**src/rtl/nn_wb_sched_pkg.sv**
```systemverilog
// Shared widths and state encoding for the result write-back scheduler.
// Imported by the scheduler top and its nested pe/addr counter.
package nn_wb_sched_pkg;

    localparam int PE_NUM          = 16;
    localparam int PE_SEL_WIDTH    = 4;
    localparam int PMEM_ADDR_WIDTH = 8;
    localparam int OUT_WIDTH       = 16;
    localparam int DMA_ADDR_WIDTH  = 32;
    localparam int DMA_DATA_WIDTH  = 2 * OUT_WIDTH;

    localparam int CNT_W = PMEM_ADDR_WIDTH + 1;
    localparam int ACT_W = PE_SEL_WIDTH + 1;

    localparam logic [ACT_W-1:0] PE_NUM_W = ACT_W'(PE_NUM);

    typedef enum logic [2:0] {
        WB_IDLE = 3'd0,
        WB_RD   = 3'd1,
        WB_WAIT = 3'd2,
        WB_WR   = 3'd3,
        WB_DONE = 3'd4
    } wb_state_t;

    function automatic logic [ACT_W-1:0] clamp_pe_act(
        input logic [ACT_W-1:0] n
    );
        return (n > PE_NUM_W) ? PE_NUM_W : n;
    endfunction

endpackage

```
**src/rtl/nn_wb_cnt.sv**
```systemverilog
// Nested pe/addr walk counter for the write-back scheduler.
// Address is the inner loop; terminal flags drive the FSM exit.
module nn_wb_cnt
    import nn_wb_sched_pkg::*;
(
    input  logic                       clk,
    input  logic                       rst_n,
    input  logic                       clr,
    input  logic                       adv,
    input  logic [CNT_W-1:0]           count,
    input  logic [ACT_W-1:0]           pe_act,
    output logic [PE_SEL_WIDTH-1:0]    pe,
    output logic [PMEM_ADDR_WIDTH-1:0] addr,
    output logic                       last_addr,
    output logic                       last_word
);

    // Terminal conditions against the latched job shape
    always_comb begin
        last_addr = ({1'b0, addr} == (count - CNT_W'(1)));
        last_word = last_addr && ({1'b0, pe} == (pe_act - ACT_W'(1)));
    end

    // Advance one word per accepted DMA write; wrap to 0 after the job
    always_ff @(posedge clk or negedge rst_n) begin
        if (!rst_n) begin
            pe   <= '0;
            addr <= '0;
        end else if (clr) begin
            pe   <= '0;
            addr <= '0;
        end else if (adv) begin
            if (last_word) begin
                pe   <= '0;
                addr <= '0;
            end else if (last_addr) begin
                pe   <= pe + PE_SEL_WIDTH'(1);
                addr <= '0;
            end else begin
                addr <= addr + PMEM_ADDR_WIDTH'(1);
            end
        end
    end

endmodule

```
**src/rtl/nn_wb_sched.sv**
```systemverilog
// Result write-back scheduler: walks PEs and pmem entries,
// packs both banks into one DMA word and issues handshaked writes.
module nn_wb_sched
    import nn_wb_sched_pkg::*;
(
    input  logic                       i_clk,
    input  logic                       i_rst_n,
    input  logic                       i_start,
    input  logic                       i_abort,
    input  logic [DMA_ADDR_WIDTH-1:0]  i_base_addr,
    input  logic [CNT_W-1:0]           i_count,
    input  logic [ACT_W-1:0]           i_pe_act,
    input  logic [OUT_WIDTH-1:0]       i_pmem_rd_data0,
    input  logic [OUT_WIDTH-1:0]       i_pmem_rd_data1,
    input  logic                       i_dma_wr_ready,
    output logic [PE_SEL_WIDTH-1:0]    o_pe_sel,
    output logic                       o_pmem_rd_en0,
    output logic                       o_pmem_rd_en1,
    output logic [PMEM_ADDR_WIDTH-1:0] o_pmem_rd_addr0,
    output logic [PMEM_ADDR_WIDTH-1:0] o_pmem_rd_addr1,
    output logic                       o_dma_wr_en,
    output logic [DMA_ADDR_WIDTH-1:0]  o_dma_wr_addr,
    output logic [DMA_DATA_WIDTH-1:0]  o_dma_wr_data,
    output logic                       o_busy,
    output logic                       o_finish
);

    wb_state_t                   state_q;
    wb_state_t                   state_d;
    logic [CNT_W-1:0]            cnt_q;
    logic [ACT_W-1:0]            act_q;
    logic [DMA_ADDR_WIDTH-1:0]   wr_addr_q;
    logic [DMA_DATA_WIDTH-1:0]   wr_data_q;
    logic [PE_SEL_WIDTH-1:0]     pe;
    logic [PMEM_ADDR_WIDTH-1:0]  addr;
    logic                        last_addr;
    logic                        last_word;
    logic                        launch;
    logic                        abort;
    logic                        accept;

    assign launch = (state_q == WB_IDLE) && i_start;
    assign abort  = (state_q != WB_IDLE) && i_abort;
    assign accept = (state_q == WB_WR) && i_dma_wr_ready;

    nn_wb_cnt u_cnt (
        .clk       (i_clk),
        .rst_n     (i_rst_n),
        .clr       (launch || abort),
        .adv       (accept && !abort),
        .count     (cnt_q),
        .pe_act    (act_q),
        .pe        (pe),
        .addr      (addr),
        .last_addr (last_addr),
        .last_word (last_word)
    );

    // FSM state register
    always_ff @(posedge i_clk or negedge i_rst_n) begin
        if (!i_rst_n) begin
            state_q <= WB_IDLE;
        end else begin
            state_q <= state_d;
        end
    end

    // Next state and Moore outputs; abort overrides any transition
    always_comb begin
        state_d         = state_q;
        o_pe_sel        = '0;
        o_pmem_rd_en0   = 1'b0;
        o_pmem_rd_addr0 = '0;
        o_dma_wr_en     = 1'b0;
        o_finish        = 1'b0;
        case (state_q)
            WB_IDLE: begin
                if (i_start) begin
                    if (i_count == '0 || i_pe_act == '0) begin
                        state_d = WB_DONE;
                    end else begin
                        state_d = WB_RD;
                    end
                end
            end
            WB_RD: begin
                o_pe_sel        = pe;
                o_pmem_rd_en0   = 1'b1;
                o_pmem_rd_addr0 = addr;
                state_d         = WB_WAIT;
            end
            WB_WAIT: begin
                o_pe_sel = pe;
                state_d  = WB_WR;
            end
            WB_WR: begin
                o_pe_sel    = pe;
                o_dma_wr_en = 1'b1;
                if (i_dma_wr_ready) begin
                    state_d = last_word ? WB_DONE : WB_RD;
                end
            end
            WB_DONE: begin
                o_finish = 1'b1;
                state_d  = WB_IDLE;
            end
            default: begin
                state_d = WB_IDLE;
            end
        endcase
        if (abort) begin
            state_d = WB_IDLE;
        end
    end

    assign o_pmem_rd_en1   = o_pmem_rd_en0;
    assign o_pmem_rd_addr1 = o_pmem_rd_addr0;
    assign o_busy          = (state_q != WB_IDLE);
    assign o_dma_wr_addr   = wr_addr_q;
    assign o_dma_wr_data   = wr_data_q;

    // Latch job shape at launch, clamping the PE count to the array size
    always_ff @(posedge i_clk or negedge i_rst_n) begin
        if (!i_rst_n) begin
            cnt_q <= '0;
            act_q <= '0;
        end else if (launch) begin
            cnt_q <= i_count;
            act_q <= clamp_pe_act(i_pe_act);
        end
    end

    // Write address and packed data, held stable while WR waits on ready
    always_ff @(posedge i_clk or negedge i_rst_n) begin
        if (!i_rst_n) begin
            wr_addr_q <= '0;
            wr_data_q <= '0;
        end else begin
            if (launch) begin
                wr_addr_q <= i_base_addr;
            end else if (accept && !abort) begin
                wr_addr_q <= wr_addr_q + DMA_ADDR_WIDTH'(4);
            end
            if (state_q == WB_WAIT) begin
                wr_data_q <= {i_pmem_rd_data1, i_pmem_rd_data0};
            end
        end
    end

endmodule

```
**config.mk**
```make
export PLATFORM = sky130hd
export DESIGN_NAME = nn_wb_sched
export DESIGN_NICKNAME = d
export VERILOG_FILES = /design/src/rtl/nn_wb_sched_pkg.sv /design/src/rtl/nn_wb_cnt.sv /design/src/rtl/nn_wb_sched.sv
export SDC_FILE = /design/constraint.sdc
export NUM_CORES = 1
export LEC_CHECK = 0
export ABC_CLOCK_PERIOD_IN_PS = 4100
export CAP_MARGIN = 20
export CORE_MARGIN = 4
export CORE_UTILIZATION = 45
export DETAILED_ROUTE_END_ITERATION = 10
export GPL_ROUTABILITY_DRIVEN = 0
export GPL_TIMING_DRIVEN = 0
export HOLD_SLACK_MARGIN = 0.06
export PLACE_DENSITY_LB_ADDON = 0.05
export SETUP_SLACK_MARGIN = 0.4
export SKIP_CTS_REPAIR_TIMING = 1
export SYNTH_ARGS = -nofsm -noshare
export SYNTH_HDL_FRONTEND = slang
export SYNTH_HIERARCHICAL = 1
export SYNTH_SLANG_ARGS = --single-unit
```
**constraint.sdc**
```tcl
create_clock -name i_clk -period 4.1 [get_ports i_clk]
set_input_delay 0.615 -clock i_clk [delete_from_list [all_inputs] [get_ports i_clk]]
set_output_delay 0.615 -clock i_clk [all_outputs]
set_load 0.05 [all_outputs]
```
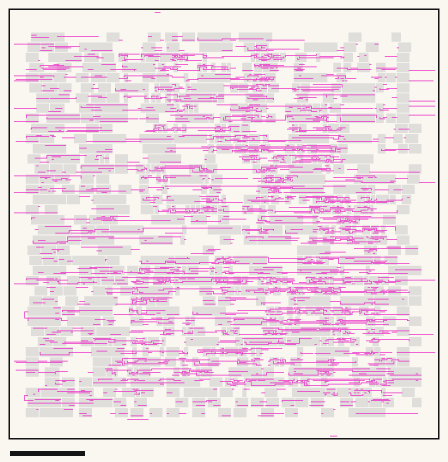
Fig. 1. The metal 1 layer (run 1).
Scale bar: 20 um.
longest straight run: 40.0 um
main direction: horizontal

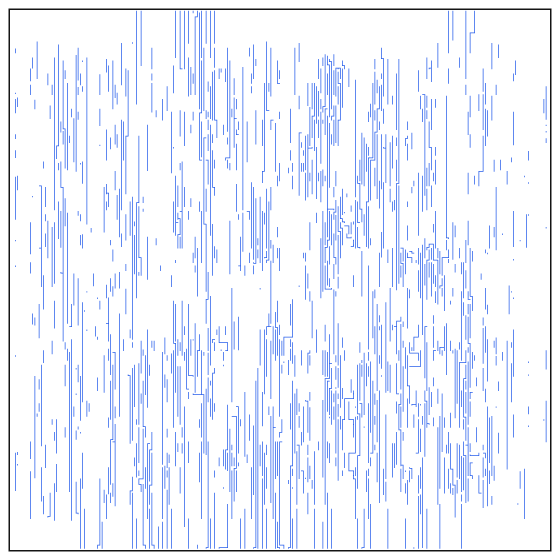
Fig. 2. The metal 2 layer (run 1).
longest straight run: 38.4 um
nets with wire on the layer: 697
via count: 4700
Routed WL: 14200 um
met2 GRT Util: 35.82%

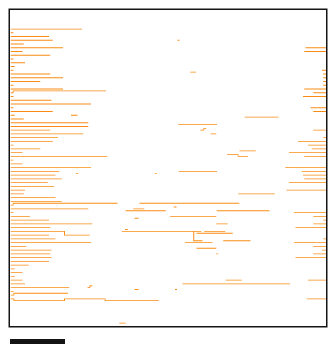
Fig. 3. Signal wires on met3 (run 1).
Scale bar: 20 um.
nets with wire on the layer: 135
share of all routed wire: 11%
longest straight run: 38.6 um

## run 1: routing by layer
| metal | routed length (um) | vias to the layer above | track usage [%] |
|---|---|---|---|
| li1 | - | 2281 | - |
| met2 | 6552 | 169 | 35.82 |
| met4 | 235 | 0 | 7.590 |
| met1 | 5870 | 2234 | 27.03 |
| met5 | 0 | - | 0 |
| met3 | 1538 | 16 | 9.408 |
## run 1: power by group through the flow
stage | clock, mW | combinational (mW) | sequential, mW
after floorplan | 0 | 1.10 | 2.66
after global placement | 0 | 3.11 | 1.66
after detailed placement | 0 | 3.15 | 1.68
after CTS | 0.971 | 3.17 | 1.67
after global routing | 1.01 | 3.36 | 1.74
final | 0.948 | 3.15 | 1.67
==> out/metrics.cfg, run 1 <==
[clock_tree]
cts_made_buffers=9
clock-sinks=93
path_clk_slew_ns=0.06
root_buffer=clkbuf_16

[setup_path]
crit_cells=6
path_cells=buf_2 -> inv_1 -> nor3_1 -> and2_1 -> buf_4 -> clkdlybuf4s50_1
cp_slowest_cell=clkdlybuf4s50_1
crit_buf_inv=4
critical_path_class=reg -> out
cp.arrival_ns=2.74
r2r_cells=13
rrSetupSlack_ns=1.15
cp_max_fo=10
critPathCapture=o_pmem_rd_addr1[4]
cpLargestDelayFamily=buffers and inverters
start_kind=register
cp-startpoint=state_q[0]
reg2reg_from=state_q[1]

[global_routing]
antenna_found_initial=0
grt_pass1_vias=4825
grt_util_all_layers_pct=22.30
grt_max_degree=70

[job]
drv_cap=0
tool_warnings=26

[power]
p_sw_mw=2.701
p_leak_nw=3.022
p_int_mw=3.063
pwr-share-clk_pct=16.4
seq_power_share_pct=28.9
cellPowerDensity_nw_per_um2=782.0
pwr-share-comb_pct=54.6

[placement]
dpl_cell_area_um2=7034
dp_slack_ns=0.8607

[drt]
drc=0
antenna_left=0
routedWlPerCell_um=16.47
drtPass1Iterations=4
drtIter0Drc=252

[finish]
layout.non_clock_inverters=12
comb_cells=398
lay_top_cells=170 x clkdlybuf4s50_1, 93 x dfrtp_1, 85 x nand2_1
antenna-diode-count=0
stdcell_area_um2=7371
num-nonclk-buffers=205
largest_class=logic gates
final_common_cell=clkdlybuf4s50_1
seq_area_um2=2327
logic_area_um2=2587
area_delta_synth_final_pct=43.89
clk_share_pct=4.566
combAreaFraction_pct=35.10
seq_share_pct=31.57
flops=93
buffer_area_share_pct=25.77

[floorplan]
nWellTaps=140
io_pins=172
initCoreUtil_pct=46.64
core_um2=10980
die_w_um=114.7

[synthesis]
yosysWarnings=6
ys_cells=536
yosys-top-cells-count=93 x dfrtp_1, 85 x nand2_1, 32 x mux2_2, 24 x nor2_1
simple_gate_share_pct=24.96
syn_area_per_cell_um2=9.557
flop_cell=dfrtp_1
ys_seq_share_pct=45.43
ys_sh_aoi_pct=11.16
synth_top_area_share_pct=45.43
ys_area_um2=5122
ys_seq_elements=93
synth_top_cell_by_area=dfrtp_1
topCombFamilyByArea=simple AND/OR/NAND/NOR gates
edf_count=0
async_flop_share_pct=100.0
synth_area_um2=5122
syn_inst=536

[timing]
fin_hold_ws_ns=0.1811
rsz0062_at_grt=false
min_period_ns=3.350
fin_setup_tns_ns=0
skew_ns=0.006549
setup_violations=0
fin_ws_ns=0.7497
hold_viol=0
worstMarginPinSlew_ns=0.9055

[run_status]
status=finished, final reports clean

Fig. 4: run 1, the metal 4 layer
Scale bar: 20 um.
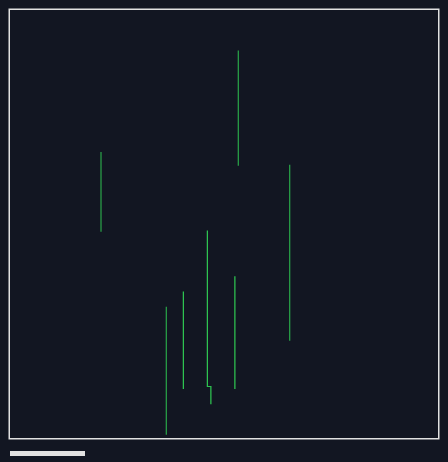

==> run 1 -> run 2 <==
--- a/config.mk
+++ b/config.mk
@@ -5,10 +5,10 @@
 export SDC_FILE = /design/constraint.sdc
 export NUM_CORES = 1
 export LEC_CHECK = 0
-export ABC_CLOCK_PERIOD_IN_PS = 4100
+export ABC_CLOCK_PERIOD_IN_PS = 2810
 export CAP_MARGIN = 20
 export CORE_MARGIN = 4
-export CORE_UTILIZATION = 45
+export CORE_UTILIZATION = 42
 export DETAILED_ROUTE_END_ITERATION = 10
 export GPL_ROUTABILITY_DRIVEN = 0
 export GPL_TIMING_DRIVEN = 0
==> constraint.sdc (replaced) <==
create_clock -name i_clk -period 2.81 [get_ports i_clk]
set_input_delay 0.4215 -clock i_clk [delete_from_list [all_inputs] [get_ports i_clk]]
set_output_delay 0.4215 -clock i_clk [all_outputs]
set_load 0.05 [all_outputs]
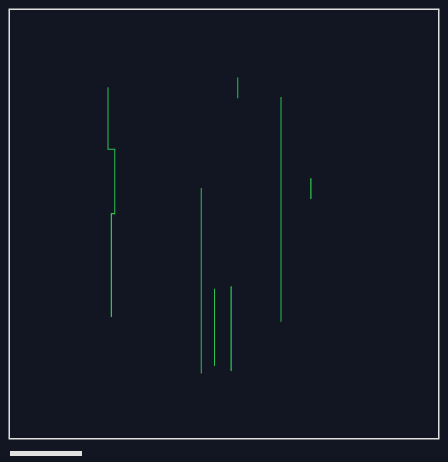
Fig. 5. The metal 4 layer (run 2).
Scale bar: 20 um.
nets with wire on the layer: 5
share of all routed wire: 1.6%
longest straight run: 61.9 um
wire length on this layer: 234 um
Routed WL: 15120 um
via count: 4800

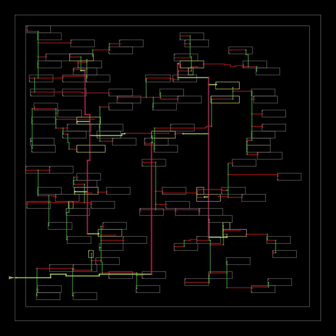
Fig. 6. Clock routing (run 2).
clock buffers: 9
Num CTS Buffers: 9
P_clk: 1.31 mW
Clk Latency, worst-skew pair: 0.34 ns

==> run 2 against run 1 <==
- core utilization down 4.1 points
- largest power group unchanged
- total power is 49% higher
- largest cell class unchanged
- worst setup slack got worse by 0.63 ns
- global-route usage is 1.2 points lower
- clock-buffer cell count is 1 lower
==> out/metrics.cfg, run 2 <==
[drt]
drc=0  ; unchanged
wl_met1_um=6278  ; was 5870 um
dr_wl_met3_um=1436  ; was 1538 um
top_layer=met4  ; unchanged
drtPass1Iterations=5  ; was 4
routedWlPerCell_um=17.12  ; was 16.47 um
antenna_left=0  ; unchanged
drtIter0Drc=267  ; was 252
wl_met2_um=7173  ; was 6552 um

[synthesis]
ys_cells=536  ; unchanged
flop_cell=dfrtp_1  ; unchanged
ys_seq_elements=93  ; unchanged
syn_area_per_cell_um2=9.557  ; unchanged
synth_area_um2=5122  ; unchanged
yosys-top-cells-count=93 x dfrtp_1, 85 x nand2_1, 32 x mux2_2, 24 x nor2_1  ; unchanged
async_flop_share_pct=100.0  ; unchanged
ys_area_um2=5122  ; unchanged
edf_count=0  ; unchanged
synth_top_cell_by_area=dfrtp_1  ; unchanged
yosysWarnings=6  ; unchanged
ys_seq_share_pct=45.43  ; unchanged
synth_top_area_share_pct=45.43  ; unchanged
syn_inst=536  ; unchanged

[clock_tree]
clock-sinks=93  ; unchanged
clk_path_buf_depth=2  ; unchanged
root_buffer=clkbuf_16  ; unchanged
path_clk_slew_ns=0.07  ; was 0.06 ns

[timing]
fin_hold_ws_ns=0.1199  ; was 0.1811 ns
min_period_ns=2.685
skew_ns=0.005824  ; was 0.006549 ns
rsz0062_at_grt=true  ; was false
finalMaxSlewViolations=0  ; unchanged
worstMarginPinSlew_ns=0.6953  ; was 0.9055 ns
fmax_ghz=0.3724
slew_headroom_pct=53.65  ; was 38.84%
fin_ws_ns=0.1246  ; was 0.7497 ns
setup_violations=0  ; unchanged
fin_setup_tns_ns=0  ; unchanged
hold_viol=0  ; unchanged

[finish]
area_delta_synth_final_pct=47.24  ; was 43.89%
fin_nets=819  ; was 807
comb_cells=398  ; unchanged
flops=93  ; unchanged
fillers=1031  ; was 928
combAreaFraction_pct=35.73  ; was 35.10%
lay_top_cells=145 x clkdlybuf4s50_1, 91 x dfrtp_1, 84 x nand2_1  ; was 170 x clkdlybuf4s50_1, 93 x dfrtp_1, 85 x nand2_1
clk_share_pct=4.180  ; was 4.566%
antenna-diode-count=0  ; unchanged
num-nonclk-buffers=217  ; was 205
logic_area_um2=2695  ; was 2587 um^2
final_common_cell=clkdlybuf4s50_1  ; unchanged
seq_area_um2=2330  ; was 2327 um^2
largest_class=logic gates  ; unchanged
seq_share_pct=30.89  ; was 31.57%
buffer_area_share_pct=26.16  ; was 25.77%
layout.non_clock_inverters=12  ; unchanged
stdcell_area_um2=7542  ; was 7371 um^2

[setup_path]
worstPathRequired_ns=3.02  ; was 3.48 ns
cpLargestDelayFamily=simple AND/OR/NAND/NOR gates  ; was buffers and inverters
path_cells=inv_2 -> ha_4 -> or4b_4 -> or3_4 -> a311oi_4 -> and3_4 -> and3_4 -> and2_4 -> o32a_1 -> o22ai_1  ; was buf_2 -> inv_1 -> nor3_1 -> and2_1 -> buf_4 -> clkdlybuf4s50_1
cp.arrival_ns=2.90  ; was 2.74 ns
start_kind=register  ; unchanged
crit_cells=10  ; was 6
cp_slowest_cell=or4b_4  ; was clkdlybuf4s50_1
critPathCapture=state_q[0]  ; was o_pmem_rd_addr1[4]
cp_max_fo=5  ; was 10
crit_buf_inv=1  ; was 4
r2r_cells=10  ; was 13
reg2reg_from=cnt_q[0]  ; was state_q[1]
critical_path_class=reg -> reg  ; was reg -> out
cp-startpoint=cnt_q[0]  ; was state_q[0]
crit_top_cell=and3_4
rrSetupSlack_ns=0.12  ; was 1.15 ns

[job]
drv_cap=0  ; unchanged
tool_warnings=28  ; was 26

[placement]
dp_slack_ns=-0.1555  ; was 0.8607 ns
dpl_cell_area_um2=7081  ; was 7034 um^2
place_inst=855  ; was 848

[floorplan]
core_um2=11960  ; was 10980 um^2
nWellTaps=147  ; was 140
die_w_um=118.4  ; was 114.7 um
initCoreUtil_pct=42.82  ; was 46.64%
io_pins=172  ; unchanged

[global_routing]
grt_util_all_layers_pct=21.12  ; was 22.30%
grt_pass1_wl_um=24170  ; was 23370 um
grt_pass1_vias=4793  ; was 4825
grt_max_degree=54  ; was 70
antenna_found_initial=0  ; unchanged
gr-total-overflow=0  ; unchanged

[power]
p_int_mw=4.519  ; was 3.063 mW
cellPowerDensity_nw_per_um2=1142  ; was 782.0 nW/um^2
power-top-group=combinational cells  ; unchanged
p_comb_mw=4.86  ; was 3.15 mW
swShare_pct=47.55  ; was 46.86%
p_leak_nw=3.284  ; was 3.022 nW
seq_power_share_pct=28.4  ; was 28.9%
pwr-share-clk_pct=15.2  ; was 16.4%
pwr-share-comb_pct=56.5  ; was 54.6%
seq-power_mw=2.45  ; was 1.67 mW
p_total_mw=8.616  ; was 5.764 mW
p_sw_mw=4.096  ; was 2.701 mW

[hold_path]
hold_class=in -> async  ; unchanged

[run_status]
status=finished, final reports clean  ; unchanged

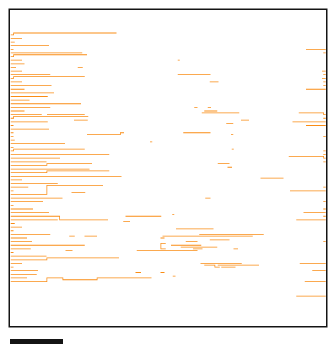
Fig. 7. Signal wires on met3 (run 2).
Scale bar: 20 um.
main direction: horizontal
wire length on this layer: 1440 um
GRT met3 Usage: 8.900%

==> run 2: cell counts after synthesis <==
No cell type changed its count.
==> run 2: cell families after synthesis <==
kind of cell             count (synthesis)  synth area share (%)
XOR/XNOR                                33                 5.642
flip-flops                              93                 45.43
AND-OR/OR-AND                           83                 11.16
AND/OR/NAND/NOR                        243                 24.96
adder cells (fa/ha/maj)                  5                 1.221
buffers and inverters                   45                 4.055
multiplexers                            34                 7.523
==> run 2: metal layers <==
metal | vias to the layer above | track usage, %
li1 | 2306 | -
met1 | 2299 | 25.79
met2 | 174 | 33.76
met3 | 21 | 8.900
met4 | 0 | 7.096
met5 | - | 0
Power is estimated from default activity; no workload was simulated.
